Met1 routing:
Cells faint in the background.
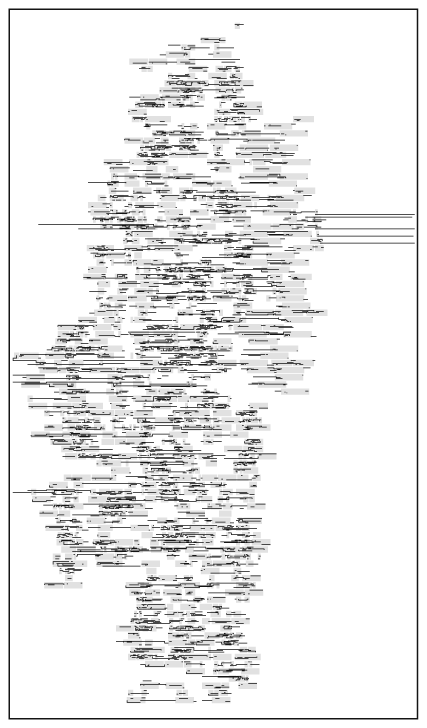
Metal 2:
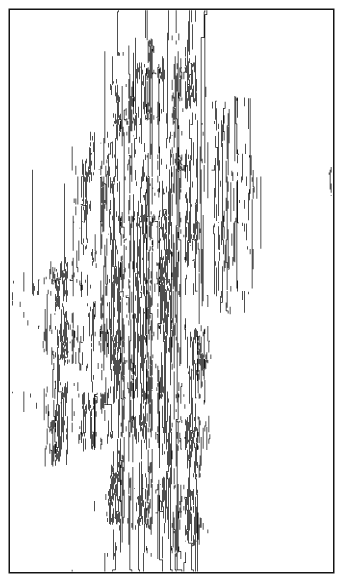
The metal 4 layer:
Cells faint in the background.
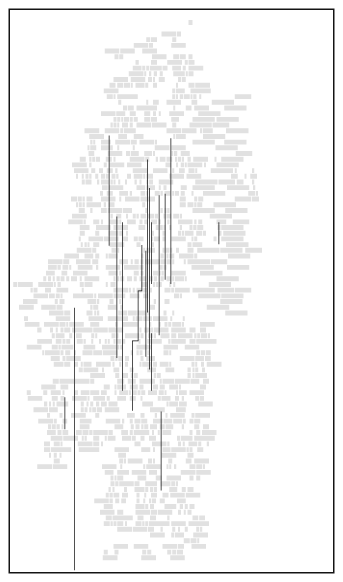
**src/rtl/piano_pkg.sv**
```systemverilog
// Shared helpers for the piano key scanner family: ID sizing and build defaults.
package piano_pkg;

  localparam int unsigned DefaultClkHz = 50_000_000;

  // Key IDs run 1..n with 0 reserved for "none", so n+1 codes are needed.
  function automatic int unsigned id_width(input int unsigned n);
    return $clog2(n + 1);
  endfunction

endpackage

```
**src/rtl/key_debounce_cell.sv**
```systemverilog
// One key: 2-FF synchroniser, tick-sampled debounce counter, stable level and flip pulse.
module key_debounce_cell #(
  parameter int unsigned DEBOUNCE_SAMPLES = 20
) (
  input  logic clk,
  input  logic rst,
  input  logic raw,
  input  logic tick,
  output logic held,
  output logic flip
);

  localparam int unsigned CntW = (DEBOUNCE_SAMPLES > 1) ? $clog2(DEBOUNCE_SAMPLES) : 1;

  logic            meta_q, sync_q, held_q, held_d;
  logic [CntW-1:0] cnt_q, cnt_d;

  always_ff @(posedge clk) begin
    if (rst) begin
      meta_q <= 1'b0;
      sync_q <= 1'b0;
      held_q <= 1'b0;
      cnt_q  <= '0;
    end else begin
      meta_q <= raw;
      sync_q <= meta_q;
      held_q <= held_d;
      cnt_q  <= cnt_d;
    end
  end

  // Any agreeing sample restarts the run of disagreeing ones.
  always_comb begin
    cnt_d  = cnt_q;
    held_d = held_q;
    flip   = 1'b0;
    if (tick) begin
      if (sync_q == held_q) begin
        cnt_d = '0;
      end else if (cnt_q == CntW'(DEBOUNCE_SAMPLES - 1)) begin
        held_d = ~held_q;
        cnt_d  = '0;
        flip   = 1'b1;
      end else begin
        cnt_d = cnt_q + CntW'(1);
      end
    end
  end

  assign held = held_q;

endmodule

```
**src/rtl/key_event_scanner.sv**
```systemverilog
// Debounced multi-key scanner: held bitmap, popcount, press/release event FIFO
// and last-note-priority mono key.
module key_event_scanner
  import piano_pkg::*;
#(
  parameter int unsigned NUM_KEYS         = 12,
  parameter int unsigned CLK_HZ           = DefaultClkHz,
  parameter int unsigned SAMPLE_HZ        = 1000,
  parameter int unsigned DEBOUNCE_SAMPLES = 20,
  parameter int unsigned FIFO_DEPTH       = 8,
  localparam int unsigned ID_W            = id_width(NUM_KEYS)
) (
  input  logic                clk,
  input  logic                rst,
  input  logic [NUM_KEYS-1:0] keys_in_raw,
  output logic [NUM_KEYS-1:0] keys_held,
  output logic [ID_W-1:0]     held_count,
  output logic [ID_W-1:0]     mono_key_id,
  output logic                evt_valid,
  input  logic                evt_ready,
  output logic [ID_W-1:0]     evt_key_id,
  output logic                evt_is_press,
  output logic                overflow,
  input  logic                clear_overflow
);

  localparam int unsigned Div   = CLK_HZ / SAMPLE_HZ;
  localparam int unsigned PresW = $clog2(Div);
  localparam int unsigned AddrW = $clog2(FIFO_DEPTH);
  localparam int unsigned PtrW  = AddrW + 1;

  typedef struct packed {
    logic [ID_W-1:0] key_id;
    logic            is_press;
  } key_event_t;

  logic [PresW-1:0]    presc_q;
  logic                tick;
  logic [NUM_KEYS-1:0] held_q, flip, held_next;
  logic [NUM_KEYS-1:0] pend_q, pend_d, type_q, type_d;
  logic [ID_W-1:0]     count_q, count_d, mono_q, mono_d;
  logic                overflow_q, overflow_d, annihilate;
  logic [PtrW-1:0]     wptr_q, rptr_q;
  key_event_t          mem_q [FIFO_DEPTH];
  key_event_t          push_evt, head;
  logic [NUM_KEYS-1:0] grant_oh;
  logic                grant_valid, empty, full, push, pop;

  // Sample-tick prescaler
  assign tick = (presc_q == PresW'(Div - 1));

  always_ff @(posedge clk) begin
    if (rst) begin
      presc_q <= '0;
    end else begin
      presc_q <= tick ? '0 : presc_q + PresW'(1);
    end
  end

  for (genvar i = 0; i < NUM_KEYS; i++) begin : g_key
    key_debounce_cell #(
      .DEBOUNCE_SAMPLES(DEBOUNCE_SAMPLES)
    ) u_cell (
      .clk (clk),
      .rst (rst),
      .raw (keys_in_raw[i]),
      .tick(tick),
      .held(held_q[i]),
      .flip(flip[i])
    );
  end

  assign held_next = held_q ^ flip;

  // Lowest-index pending key wins the single enqueue slot.
  always_comb begin
    grant_valid = 1'b0;
    grant_oh    = '0;
    push_evt    = '0;
    for (int i = int'(NUM_KEYS) - 1; i >= 0; i--) begin
      if (pend_q[i]) begin
        grant_valid       = 1'b1;
        grant_oh          = '0;
        grant_oh[i]       = 1'b1;
        push_evt.key_id   = ID_W'(i + 1);
        push_evt.is_press = type_q[i];
      end
    end
  end

  assign empty = (wptr_q == rptr_q);
  assign full  = (wptr_q[AddrW] != rptr_q[AddrW]) &&
                 (wptr_q[AddrW-1:0] == rptr_q[AddrW-1:0]);
  assign pop   = !empty && evt_ready;
  assign push  = grant_valid && (!full || pop);

  // A flip that lands on a still-pending event cancels both and flags the loss.
  always_comb begin
    pend_d     = pend_q & ~(push ? grant_oh : '0);
    type_d     = type_q;
    annihilate = 1'b0;
    for (int i = 0; i < int'(NUM_KEYS); i++) begin
      if (flip[i]) begin
        if (pend_d[i]) begin
          pend_d[i]  = 1'b0;
          annihilate = 1'b1;
        end else begin
          pend_d[i] = 1'b1;
          type_d[i] = held_next[i];
        end
      end
    end
  end

  always_comb begin
    logic [NUM_KEYS-1:0] press, release_k;
    logic                mono_released;
    press         = flip & held_next;
    release_k     = flip & ~held_next;
    mono_released = 1'b0;
    mono_d        = mono_q;
    count_d       = '0;
    for (int i = 0; i < int'(NUM_KEYS); i++) begin
      count_d = count_d + ID_W'(held_next[i]);
      if (release_k[i] && (mono_q == ID_W'(i + 1))) mono_released = 1'b1;
    end
    if (|press) begin
      for (int i = 0; i < int'(NUM_KEYS); i++) begin
        if (press[i]) mono_d = ID_W'(i + 1);
      end
    end else if (mono_released) begin
      mono_d = '0;
      for (int i = int'(NUM_KEYS) - 1; i >= 0; i--) begin
        if (held_next[i]) mono_d = ID_W'(i + 1);
      end
    end
  end

  always_comb begin
    overflow_d = overflow_q;
    if (annihilate) begin
      overflow_d = 1'b1;
    end else if (clear_overflow) begin
      overflow_d = 1'b0;
    end
  end

  always_ff @(posedge clk) begin
    if (rst) begin
      pend_q     <= '0;
      type_q     <= '0;
      count_q    <= '0;
      mono_q     <= '0;
      overflow_q <= 1'b0;
      wptr_q     <= '0;
      rptr_q     <= '0;
    end else begin
      pend_q     <= pend_d;
      type_q     <= type_d;
      count_q    <= count_d;
      mono_q     <= mono_d;
      overflow_q <= overflow_d;
      if (push) wptr_q <= wptr_q + PtrW'(1);
      if (pop)  rptr_q <= rptr_q + PtrW'(1);
    end
  end

  always_ff @(posedge clk) begin
    if (push) mem_q[wptr_q[AddrW-1:0]] <= push_evt;
  end

  assign head         = mem_q[rptr_q[AddrW-1:0]];
  assign evt_valid    = !empty;
  assign evt_key_id   = evt_valid ? head.key_id : '0;
  assign evt_is_press = evt_valid & head.is_press;
  assign keys_held    = held_q;
  assign held_count   = count_q;
  assign mono_key_id  = mono_q;
  assign overflow     = overflow_q;

endmodule
```
**config.mk**
```make
export PLATFORM = sky130hd
export DESIGN_NAME = key_event_scanner
export DESIGN_NICKNAME = d
export VERILOG_FILES = /design/src/rtl/piano_pkg.sv /design/src/rtl/key_debounce_cell.sv /design/src/rtl/key_event_scanner.sv
export SDC_FILE = /design/constraint.sdc
export NUM_CORES = 1
export LEC_CHECK = 0
export CAP_MARGIN = 25
export CORE_ASPECT_RATIO = 1.75
export CORE_MARGIN = 1
export CORE_UTILIZATION = 25
export CTS_BUF_LIST = sky130_fd_sc_hd__clkbuf_8
export DETAILED_ROUTE_END_ITERATION = 10
export DONT_BUFFER_PORTS = 1
export GPL_TIMING_DRIVEN = 0
export HOLD_SLACK_MARGIN = 0.05
export SYNTH_ARGS = -nofsm -noshare
export SYNTH_HDL_FRONTEND = slang
export SYNTH_HIERARCHICAL = 1
export SYNTH_SLANG_ARGS = --single-unit
```
**constraint.sdc**
```tcl
create_clock -name clk -period 13.2 [get_ports clk]
set_input_delay 1.32 -clock clk [delete_from_list [all_inputs] [get_ports clk]]
set_output_delay 1.32 -clock clk [all_outputs]
set_load 0.02 [all_outputs]
```
==> run notes <==
Numbers from the implementation run.

The sequential share of power is roughly three fifths. The initial antenna violation count is 2. Across all stage logs, warnings added up to 39. Looking at the clock tree report, the maximum root-to-sink buffer count equals 2. The start-to-end type of the worst setup path is flop to flop.

The worst clock skew on the final layout is 0.0217 ns. Timing would allow up to approximately 160 MHz. The overall routing resource usage is 11.4%. The flow ran to the end, and the final reports show no timing, DRC or antenna violations. The count of input and output buffers is 0. The post-synthesis register bit count is between 150 and 200. Row generation in the floorplan step produced slightly below 100 rows.

The largest individual stage delay along the critical path comes from the cell sky130_fd_sc_hd__and3_4. The share of synthesized cell area in and-or and or-and compound cells is between 10 and 15%. The post-synth tally of flip-flops with integrated enable is approximately 40. In the layout the commonest cells are sky130_fd_sc_hd__dfxtp_1 (156), sky130_fd_sc_hd__nor2_1 (91), sky130_fd_sc_hd__inv_1 (83). At the worst endpoint, the arrival time is 6.49 ns.

The placer's final routability congestion estimate is 0.836. For the worst flop-to-flop path, the logic depth is 17. The dominant cell by count in the synthesized netlist is sky130_fd_sc_hd__dfxtp_1. The endpoint kind of the worst setup timing path is a flop. The registers of the reported paths see a clock transition of about 0.11 ns.

The script extracted a net switching power of 259 uW. The share of power burned in the clock network is about 39%. The post-CTS hold buffer count recorded in the log is 0.

Of the post-synthesis cell area, the part taken by muxes is about 4.6%. The share of synthesized cell area in full adder, half adder and majority cells is under 10%. The largest vdd supply drop is about 0.052 mV.

At floorplan, the net count of the design was reported as between 1000 and 1500. In the routed design, unresolved DRC markers number 0. For the clock group, total power comes out at about 400 uW.

The growth of design area from synthesis to finish is 10.5%. The fraction of the yosys area taken by sequential cells is 42.6%. The filler cell count is between 4000 and 5000. After legalization and detailed placement, the total HPWL measured about 18000 um.
## Picture notes: 'met1 routing'
longest straight run = 43.7 um
nets with wire on the layer = 1043
wire length on this layer = 8400 um
share of all routed wire = 37%
main direction = horizontal

## Picture notes: 'metal 2'
share of all routed wire = 56%
wire length on this layer = 12800 um
nets with wire on the layer = 961
longest straight run = 108 um

## Picture notes: 'the metal 4 layer'
wire length on this layer = 914 um
main direction = vertical
nets with wire on the layer = 12
share of all routed wire = 4.0%
longest straight run = 125 um

## worst max-delay path, delay by kind of cell, from the launching register on
kind / cells / cell delay (ns)
DFF: 1 / 0.36
adders and majority gates: 7 / 3.09
buffers and inverters: 3 / 0.37
and+or+nand+nor: 6 / 1.96
xor gates and xnor gates: 1 / 0.17
## sequential cells by signal (all words and copies together) (netlist names), named ones only
register / cells
g_key.u_cell/held: 12
type_q: 12
wptr_q: 4
held_count: 4
pend_q: 12
g_key.u_cell/sync_q: 12
presc_q: 16
mono_key_id: 4
rptr_q: 4
overflow: 1
g_key.u_cell/meta_q: 12
g_key.u_cell/cnt_q: 60
mem_q: 40
## area by class of cell
| cell class | count | share of cell area, % |
|---|---|---|
| flip-flops and latches | 196 | 38.6 |
| inverters | 84 | 2.81 |
| plain buffers | 35 | 1.21 |
| clock buffers | 17 | 2.09 |
| diodes | 2 | 0.0447 |
| well taps | 495 | 5.53 |
| clock inverters | 15 | 1.64 |
| multi-input cells | 684 | 48.0 |
| repair buffers | 3 | 0.134 |
## logic make-up after synthesis
group           after synthesis
compound gates              151
xor+xnor                     73
fa+ha+maj                    63
buf+inv                     119
flops                       196
mux                          33
simple gates                364
## stage by stage
step / utilization [%] / total power, uW / setup WS, ns / cells
after floorplan: - / 643 / 7.13 / 999
after global placement: 26.9 / 648 / 5.61 / 1494
after detailed placement: 26.9 / 649 / 7.23 / 1497
after CTS: 28.0 / 1050 / 7.19 / 1529
after global routing: 28.0 / 1080 / 6.88 / 1531
final: 28.0 / 1040 / 7.13 / 1531
## metal layers
layer / wire length (um) / share of wire (%)
met2: 12800 / 56
met5: 0 / 0
met4: 913 / 4.0
met1: 8400 / 37
met3: 592 / 2.6
Power is estimated from default activity; no workload was simulated.
